**src/rtl/prog_loader_pkg.sv**
```systemverilog
// prog_loader shared package: loader state encoding and
// default instruction RAM geometry (DEPTH words of 32 bits).
package prog_loader_pkg;

    localparam int DEPTH_DEF  = 32;
    localparam int ADDR_W_DEF = 5;

    typedef enum logic [2:0] {
        S_IDLE,
        S_RECV,
        S_WRITE,
        S_CSUM,
        S_DONE,
        S_ERROR
    } state_t;

endpackage

```
**src/rtl/prog_loader_if.sv**
```systemverilog
// prog_loader bus bundle: serial byte stream in (byte_in/valid/ready)
// and RAM write port out (mem_RW/mem_address/mem_dataIN).
// master = loader side, slave = byte source / RAM side.
interface prog_loader_if #(
    parameter int ADDR_W = 5
);
    logic [7:0]        byte_in;
    logic              byte_valid;
    logic              byte_ready;
    logic              mem_RW;
    logic [ADDR_W-1:0] mem_address;
    logic [31:0]       mem_dataIN;

    modport master (
        input  byte_in, byte_valid,
        output byte_ready, mem_RW, mem_address, mem_dataIN
    );

    modport slave (
        output byte_in, byte_valid,
        input  byte_ready, mem_RW, mem_address, mem_dataIN
    );
endinterface

```
**src/rtl/prog_loader_byte_packer.sv**
```systemverilog
// byte_packer: counts transferred bytes and assembles them little-endian.
// Ports: clk, rst (async active-low), clr, take, byte_in -> last, word.
module byte_packer (
    input  logic        clk,
    input  logic        rst,
    input  logic        clr,
    input  logic        take,
    input  logic [7:0]  byte_in,
    output logic        last,
    output logic [31:0] word
);
    logic [1:0] cnt;

    // Shifting in from the top leaves the first byte in [7:0]
    // once the fourth byte has arrived.
    always_ff @(posedge clk or negedge rst) begin
        if (!rst) begin
            cnt  <= '0;
            word <= '0;
        end else if (clr) begin
            cnt  <= '0;
            word <= '0;
        end else if (take) begin
            cnt  <= cnt + 2'd1;
            word <= {byte_in, word[31:8]};
        end
    end

    assign last = take && (cnt == 2'd3);
endmodule

```
**src/rtl/prog_loader.sv**
```systemverilog
// prog_loader: streams bytes into 32-bit words, writes them to the
// instruction RAM, then verifies an XOR checksum byte.
// Ports: clk, rst (async active-low), start, word_count, bus (master),
// core_hold, busy, done, err.
module prog_loader
    import prog_loader_pkg::*;
#(
    parameter int DEPTH  = DEPTH_DEF,
    parameter int ADDR_W = ADDR_W_DEF
) (
    input  logic              clk,
    input  logic              rst,
    input  logic              start,
    input  logic [ADDR_W:0]   word_count,
    prog_loader_if.master     bus,
    output logic              core_hold,
    output logic              busy,
    output logic              done,
    output logic              err
);
    localparam logic [ADDR_W:0] DEPTH_N = (ADDR_W + 1)'(DEPTH);

    state_t            state, state_n;
    logic [ADDR_W:0]   idx;
    logic [ADDR_W:0]   total;
    logic [7:0]        csum;
    logic [31:0]       word;
    logic              load, take, data_take, last;

    assign load = start &&
                  (state == S_IDLE || state == S_DONE || state == S_ERROR);
    assign take      = bus.byte_valid && bus.byte_ready;
    assign data_take = take && (state == S_RECV);

    byte_packer u_packer (
        .clk     (clk),
        .rst     (rst),
        .clr     (load),
        .take    (data_take),
        .byte_in (bus.byte_in),
        .last    (last),
        .word    (word)
    );

    always_ff @(posedge clk or negedge rst) begin
        if (!rst) state <= S_IDLE;
        else      state <= state_n;
    end

    // idx is one bit wider than the address so it can reach DEPTH
    // after the final write without wrapping.
    always_ff @(posedge clk or negedge rst) begin
        if (!rst) begin
            idx   <= '0;
            total <= '0;
            csum  <= '0;
        end else if (load) begin
            idx   <= '0;
            total <= (word_count > DEPTH_N) ? DEPTH_N : word_count;
            csum  <= '0;
        end else begin
            if (data_take)         csum <= csum ^ bus.byte_in;
            if (state == S_WRITE)  idx  <= idx + (ADDR_W + 1)'(1);
        end
    end

    assign bus.mem_address = idx[ADDR_W-1:0];

    always_comb begin
        state_n        = state;
        bus.byte_ready = 1'b0;
        bus.mem_RW     = 1'b0;
        bus.mem_dataIN = '0;
        busy           = 1'b0;
        done           = 1'b0;
        err            = 1'b0;
        core_hold      = 1'b1;
        unique case (state)
            S_IDLE: begin
                if (start)
                    state_n = (word_count == '0) ? S_CSUM : S_RECV;
            end
            S_DONE: begin
                done      = 1'b1;
                core_hold = 1'b0;
                if (start)
                    state_n = (word_count == '0) ? S_CSUM : S_RECV;
            end
            S_ERROR: begin
                err = 1'b1;
                if (start)
                    state_n = (word_count == '0) ? S_CSUM : S_RECV;
            end
            S_RECV: begin
                bus.byte_ready = 1'b1;
                busy           = 1'b1;
                if (last) state_n = S_WRITE;
            end
            S_WRITE: begin
                busy           = 1'b1;
                bus.mem_RW     = 1'b1;
                bus.mem_dataIN = word;
                state_n = (idx + (ADDR_W + 1)'(1) < total) ? S_RECV : S_CSUM;
            end
            S_CSUM: begin
                bus.byte_ready = 1'b1;
                busy           = 1'b1;
                if (take)
                    state_n = (bus.byte_in == csum) ? S_DONE : S_ERROR;
            end
            default: state_n = S_IDLE;
        endcase
    end
endmodule

```
**src/flat_wrapper.sv**
```systemverilog
// flat-port wrapper written by rule: the top's interface ports become plain ports
module prog_loader_flat import prog_loader_pkg::*;
#(
    parameter int DEPTH  = DEPTH_DEF,
    parameter int ADDR_W = ADDR_W_DEF
)
  (clk, rst, start, word_count, core_hold, busy, done, err, bus_byte_in, bus_byte_valid, bus_byte_ready, bus_mem_RW, bus_mem_address, bus_mem_dataIN);
  prog_loader_if #(.ADDR_W(ADDR_W)) bus_i ();
  input  logic clk;
  input  logic rst;
  input  logic start;
  input  logic [ADDR_W:0] word_count;
  output logic core_hold;
  output logic busy;
  output logic done;
  output logic err;
  input wire logic [$bits(bus_i.byte_in)-1:0] bus_byte_in;
  input wire logic [$bits(bus_i.byte_valid)-1:0] bus_byte_valid;
  output wire logic [$bits(bus_i.byte_ready)-1:0] bus_byte_ready;
  output wire logic [$bits(bus_i.mem_RW)-1:0] bus_mem_RW;
  output wire logic [$bits(bus_i.mem_address)-1:0] bus_mem_address;
  output wire logic [$bits(bus_i.mem_dataIN)-1:0] bus_mem_dataIN;
  assign bus_i.byte_in = bus_byte_in;
  assign bus_i.byte_valid = bus_byte_valid;
  assign bus_byte_ready = bus_i.byte_ready;
  assign bus_mem_RW = bus_i.mem_RW;
  assign bus_mem_address = bus_i.mem_address;
  assign bus_mem_dataIN = bus_i.mem_dataIN;
  prog_loader #(.DEPTH(DEPTH), .ADDR_W(ADDR_W)) u_core (.clk(clk), .rst(rst), .start(start), .word_count(word_count), .bus(bus_i), .core_hold(core_hold), .busy(busy), .done(done), .err(err));
endmodule
```
**config.mk**
```make
export PLATFORM = sky130hd
export DESIGN_NAME = prog_loader_flat
export DESIGN_NICKNAME = d
export VERILOG_FILES = /design/src/rtl/prog_loader_pkg.sv /design/src/rtl/prog_loader_if.sv /design/src/rtl/prog_loader_byte_packer.sv /design/src/rtl/prog_loader.sv /design/src/flat_wrapper.sv
export SDC_FILE = /design/constraint.sdc
export NUM_CORES = 1
export LEC_CHECK = 0
export CAP_MARGIN = 15
export CELL_PAD_IN_SITES_DETAIL_PLACEMENT = 1
export CELL_PAD_IN_SITES_GLOBAL_PLACEMENT = 2
export CORE_MARGIN = 4
export CORE_UTILIZATION = 34
export CTS_BUF_LIST = sky130_fd_sc_hd__clkbuf_4
export CTS_CLUSTER_DIAMETER = 100
export DETAILED_ROUTE_END_ITERATION = 8
export GPL_TIMING_DRIVEN = 1
export PLACE_DENSITY = 0.89
export SYNTH_ARGS = -nofsm -noshare
export SYNTH_HDL_FRONTEND = slang
export SYNTH_HIERARCHICAL = 1
export SYNTH_SLANG_ARGS = --single-unit
export TNS_END_PERCENT = 20
```
**constraint.sdc**
```tcl
create_clock -name clk -period 2.3 [get_ports clk]
set_clock_uncertainty 0.05 [all_clocks]
set_input_delay 0.46 -clock clk [delete_from_list [all_inputs] [get_ports clk]]
set_output_delay 0.46 -clock clk [all_outputs]
set_load 0.005 [all_outputs]
```
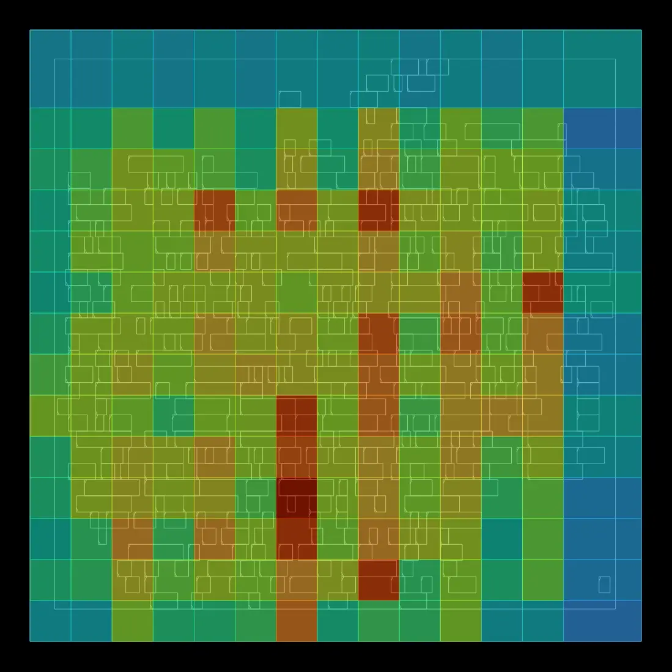
Fig. 1. Track usage over the die (run 1).
final cell utilization of the core: 0.440
mean routed wirelength per cell: 16.1 um
M3 GR Usage: 0.0332
met1 global-route usage: 0.176
GRT Max-Usage Layer: met2

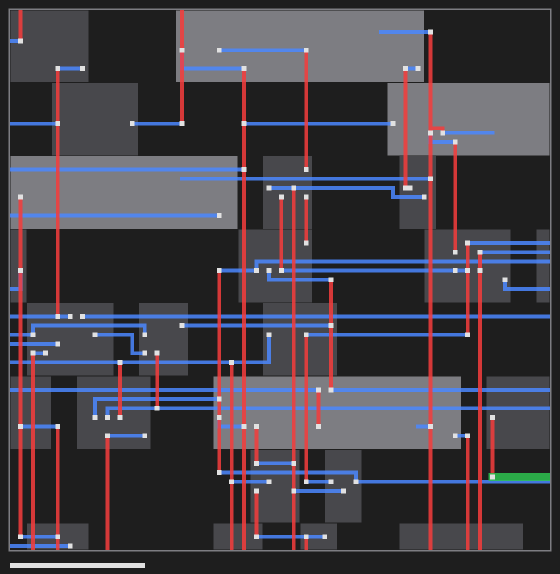
Fig. 2. Layout detail (run 1).
Scale bar: 5 um. Region (67, 67) to (87, 87) um. Cells in gray, sequential cells in the stronger gray; small squares are vias.
| layer | color |
|---|---|
| metal 3 | green |
| metal 1 | blue |
| metal 2 | red |
cells with their middle in the window: 18
most frequent: dfrtp_1 (3)
sequential cells in the window: 4
netlist names of flops here include: `u_core/total` (3), `u_core/state` (1)

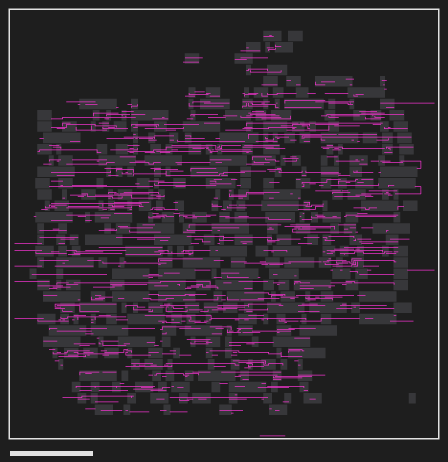
Fig. 3. Metal 1 (run 1).
Scale bar: 20 um. Cells faint in the background.
nets with wire on the layer: 337
wire length on this layer: 3270 um
main direction: horizontal
Vias: 2297
drt total wl: 7590 um

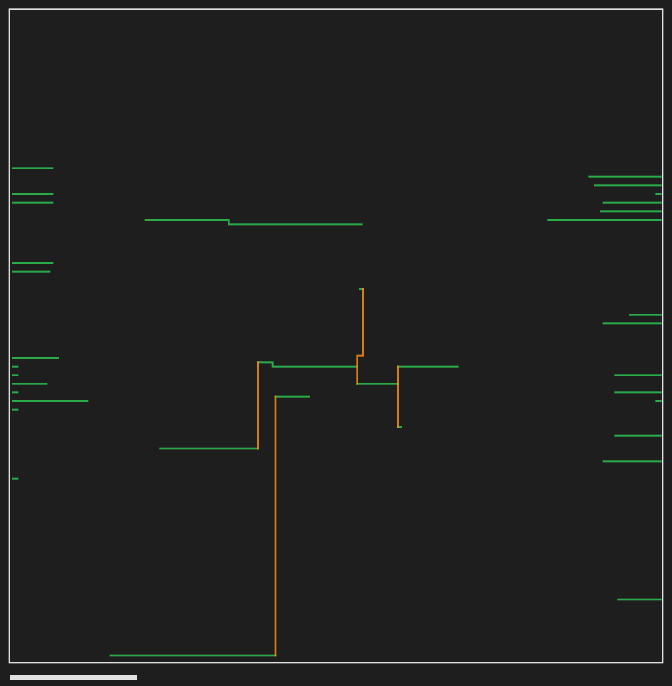
Fig. 4. Wiring by layer (run 1).
Scale bar: 20 um. Two of the layers only.
| layer | color | wire length |
|---|---|---|
| metal 4 | orange | 79.8 um |
| metal 3 | green | 282 um |
GR Util All Layers: 0.145

==> impl_metrics.json, run 1 <==
{
  "status": "finished, violations left",
  "violations": "negative setup slack",
  "nNonClkBuffers": 74,
  "combAreaFraction": 0.369,
  "seqCellArea_sq_um": 1430,
  "ys_top_cells_by_area": "dfrtp_1 (47%), mux2i_1 (11%), and2_1 (6.8%)",
  "slew_headroom": 0.577,
  "synth_area_per_cell_sq_um": 10.4,
  "setup_viol": 1,
  "yosysChipArea_sq_um": 3060,
  "path_cells": "nor3b_4 > buf_4 > buf_4 > buf_12 > and2_1 > dlygate4sd2_1",
  "dp.cells": 451,
  "crit_fanout": 20,
  "drive_above_1_share": 0.173,
  "drt-pass1-iter-count": 4,
  "cts_root_buf": "clkbuf_4",
  "syn_to_final_growth_pct": 25.6,
  "top_layer_used": "met4",
  "postCtsSetupBuffers": 3,
  "p_seq_mw": 1.71,
  "chipWidth_um": 103,
  "cp-start-kind": "flip-flop",
  "sh_seq_area": 0.372,
  "gp_congestion": 0.793,
  "final_cell_mix": "dfrtp_1 (55), nor2_1 (47), and2_1 (33), mux2i_1 (33), clkdlybuf4s50_1 (22)",
  "overflow": 0,
  "seq_power_share": 0.452,
  "slowest_delay_ps": 450,
  "critPathCaptureType": "primary output",
  "diodes": 0,
  "worstSetupPathType": "reg -> out",
  "top_power_group": "sequential cells",
  "synthArstFlopShare": 1.00,
  "cp_slowest_cell": "dfrtp_2",
  "nWellTaps": 108,
  "grt_max_degree": 36,
  "comb_area_sq_um": 1410,
  "reg.largest.list": "u_core/u_packer/word: 32 flops, u_core/csum: 8 flops",
  "drc": 0,
  "clk_latency_ps": 400,
  "hold_slack_ps": 24.0,
  "synthAdderAreaFrac": 0.0287,
  "top_cell": "dfrtp_1",
  "hold_viol": 0,
  "met2_usage": 0.255,
  "buf_share": 0.184,
  "cp-endpoint": "bus_mem_dataIN[17]",
  "ios": 61,
  "cts_max_level": 3,
  "cellPowerDensity_nw_per_um2": 989,
  "top_area_frac": 0.467,
  "numPortBuffers": 60,
  "cts.sinks": 57,
  "cts_tree": "yes",
  "flop_cell": "dfrtp_1",
  "period_used_share": 1.02,
  "power_mw": 3.79,
  "setup_ws_ps": -53.0,
  "min_period_ps": 2350,
  "comb_power_share": 0.385,
  "p_clk_mw": 0.616,
  "synth_nets": 320,
  "clkTransAtPathRegs_ps": 100,
  "r2r_end": "u_core/state[1]",
  "ff2ff_setup_slack_ps": 320,
  "p_int_mw": 2.32,
  "path_buffers": 4
}
--- run 2 (diff from run 1) ---
--- a/config.mk
+++ b/config.mk
@@ -9,14 +9,12 @@
 export CELL_PAD_IN_SITES_DETAIL_PLACEMENT = 1
 export CELL_PAD_IN_SITES_GLOBAL_PLACEMENT = 2
 export CORE_MARGIN = 4
-export CORE_UTILIZATION = 34
+export CORE_UTILIZATION = 32
 export CTS_BUF_LIST = sky130_fd_sc_hd__clkbuf_4
 export CTS_CLUSTER_DIAMETER = 100
 export DETAILED_ROUTE_END_ITERATION = 8
-export GPL_TIMING_DRIVEN = 1
-export PLACE_DENSITY = 0.89
+export PLACE_DENSITY = 0.87
 export SYNTH_ARGS = -nofsm -noshare
 export SYNTH_HDL_FRONTEND = slang
-export SYNTH_HIERARCHICAL = 1
 export SYNTH_SLANG_ARGS = --single-unit
 export TNS_END_PERCENT = 20
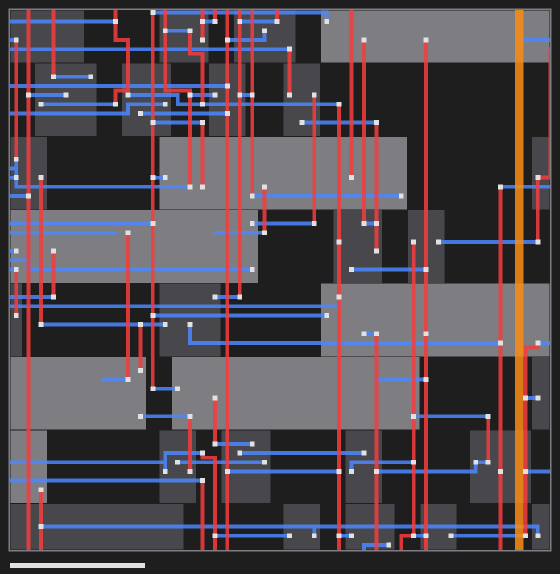
Fig. 5. Layout detail (run 2).
Scale bar: 5 um. Region (69, 69) to (89, 89) um. Cells in gray, sequential cells in the stronger gray; small squares are vias.
| layer | color |
|---|---|
| metal 2 | red |
| metal 4 | orange |
| metal 1 | blue |
sequential cells in the window: 6
most frequent: nand2_1 (8), dfrtp_1 (6), o21ai_1 (5)
netlist names of flops here include: `u_core.u_packer.word` (6)
cells with their middle in the window: 25

==> impl_metrics.json, run 2 <==
{
  "drive_above_1_share": 0.111,
  "synth_flops": 57,
  "final_util": 0.424,
  "r2r_start": "u_core.idx[0]",
  "drv_slew": 0,
  "largest_reg_flops": 32,
  "ff2ff_setup_slack_ps": 260,
  "slowest_delay_ps": 500,
  "top_power_group": "sequential cells",
  "drt.antenna.violating_nets": 0,
  "area_dominant_class": "sequential cells",
  "buf_share": 0.202,
  "num-clock-buffers": 9,
  "mostFrequentLayoutCell": "nand2_1",
  "grt_max_degree": 42,
  "simple_gate_share": 0.250,
  "synth_area_sq_um": 3070,
  "met2WireLength_um": 3880,
  "grt_pass1_vias": 2601,
  "cts_made_buffers": 9,
  "seq_power_share": 0.425,
  "drc": 0,
  "reg2reg_depth": 8,
  "gp_congestion": 0.720,
  "seq_cells": 57,
  "worstHoldEndpoint": "u_core.csum[6]",
  "numPortBuffers": 60,
  "top_logic_kind": "simple AND/OR/NAND/NOR gates",
  "leakage_nw": 1.88,
  "setup_viol": 20,
  "final_cell_mix": "nand2_1 (69), dfrtp_1 (57), o21ai_1 (45)",
  "synthAdderAreaFrac": 0.0285,
  "nWellTaps": 129,
  "hold_viol": 0,
  "setup_ws_ps": -161,
  "post_cts_resized": 23,
  "num_rows": 35,
  "cp-endpoint": "bus_mem_dataIN[11]",
  "muxShareOfSynthArea": 0.00326,
  "synth_area_per_cell_sq_um": 9.20,
  "nNonClkBuffers": 75,
  "dp_hpwl_um": 5180,
  "path_cells": "nor3b_4 > buf_4 > buf_12 > and2_1 > clkdlybuf4s50_1",
  "top_cell": "nand2_1",
  "edf_count": 0,
  "nets": 417,
  "cp-start-kind": "flip-flop",
  "ys_top_cells_by_area": "dfrtp_1 (46%), nand2_1 (8.4%), o21ai_1 (7.3%)",
  "top_usage_layer": "met2",
  "aoi_share": 0.122,
  "ys_types": 40,
  "combAreaFraction": 0.353,
  "coreArea_sq_um": 9280,
  "yosys.area_share.xor_xnor": 0.0456,
  "drt_first_iter_violations": 78,
  "die_h_um": 106,
  "postSynthSeqShare": 0.464,
  "switching_share": 0.397,
  "cellPowerDensity_nw_per_um2": 1040,
  "yosysWarnings": 0,
  "p_int_mw": 2.47,
  "p_seq_mw": 1.74,
  "crit_fanout": 10,
  "gr-usage-met1": 0.187,
  "viasPerCell": 4.69,
  "yosysCellCount": 334,
  "final_area_sq_um": 3930,
  "dp.cells": 504,
  "switching_power_mw": 1.63,
  "drt-pass1-iter-count": 4,
  "worstMarginPinSlew_ps": 590,
  "grt_pass1_wl_um": 13000,
  "top_area_frac": 0.464,
  "worstSetupPathType": "reg -> out",
  "crit_start": "u_core.state[2]",
  "power_mw": 4.10,
  "comb_area_sq_um": 1390,
  "syn_to_final_growth_pct": 28.0,
  "path_buffers": 3,
  "top_register": "u_core.u_packer.word",
  "fin_setup_tns_ps": -1550,
  "hold_class": "reg -> reg",
  "p_comb_mw": 1.65,
  "slew_headroom": 0.607,
  "met2_usage": 0.236,
  "postCtsSetupBuffers": 0,
  "cts_tree": "yes",
  "comb_power_share": 0.403,
  "seqCellArea_sq_um": 1430,
  "period_used_share": 1.07,
  "clk_latency_ps": 380,
  "ir_drop_mv": 0.340,
  "yosysTopAreaCell": "dfrtp_1",
  "cts.sinks": 57,
  "netlist_instances": 334,
  "synthArstFlopShare": 1.00,
  "min_period_ps": 2460,
  "antenna_found_initial": 0,
  "chipWidth_um": 106,
  "cts_max_level": 3,
  "flop_cell": "dfrtp_1",
  "common_cells": "nand2_1 (69), dfrtp_1 (57), o21ai_1 (45), and2_1 (32), nor2_1 (16)",
  "hold_path_depth": 1,
  "n_fill_cell": 1083,
  "sh_seq_area": 0.363,
  "overflow": 0,
  "worstPathArrival_ps": 1950,
  "cts_hold_buffers": 1,
  "yosysChipArea_sq_um": 3070,
  "ios": 61,
  "wl_met1_um": 3610,
  "top_layer_used": "met4",
  "dieArea_sq_um": 11200,
  "clock_cell_area_share": 0.0325,
  "cp_slowest_cell": "clkdlybuf4s50_1",
  "rsz0062_at_grt": "true",
  "cts_buffer_depth": 2,
  "critical_path.top_delay_family": "buffers and inverters",
  "use_met3": 0.0334,
  "critPathCaptureType": "primary output",
  "pre_cts_slack_ps": 201,
  "cts_root_buf": "clkbuf_4",
  "comb_cells": 240,
  "r2r_end": "u_core.state[1]",
  "reg.largest.list": "u_core.u_packer.word: 32 flops, u_core.csum: 8 flops",
  "violations": "negative setup slack",
  "crit_cells": 5,
  "hold_slack_ps": 447,
  "synth_nets": 359,
  "clkTransAtPathRegs_ps": 110,
  "diodes": 0,
  "p_clk_mw": 0.704,
  "dpl_cell_area_sq_um": 3730,
  "status": "finished, violations left"
}
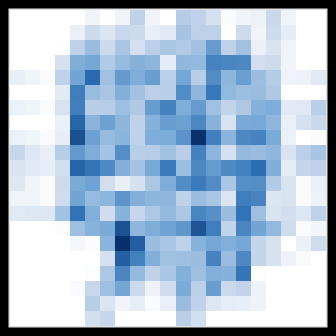
Fig. 6. Wire density map (run 2).
The die is cut into 21 by 21 equal tiles; white is low, dark blue is high, scaled to the fullest tile. Values are wire area over tile area, all layers added.
fullest tile: 0.39
mean over tiles: 0.11
nearly empty tiles: 22%
drt total wl: 7810 um
GR Util All Layers: 0.144
Vias: 2461
mean routed wirelength per cell: 14.9 um

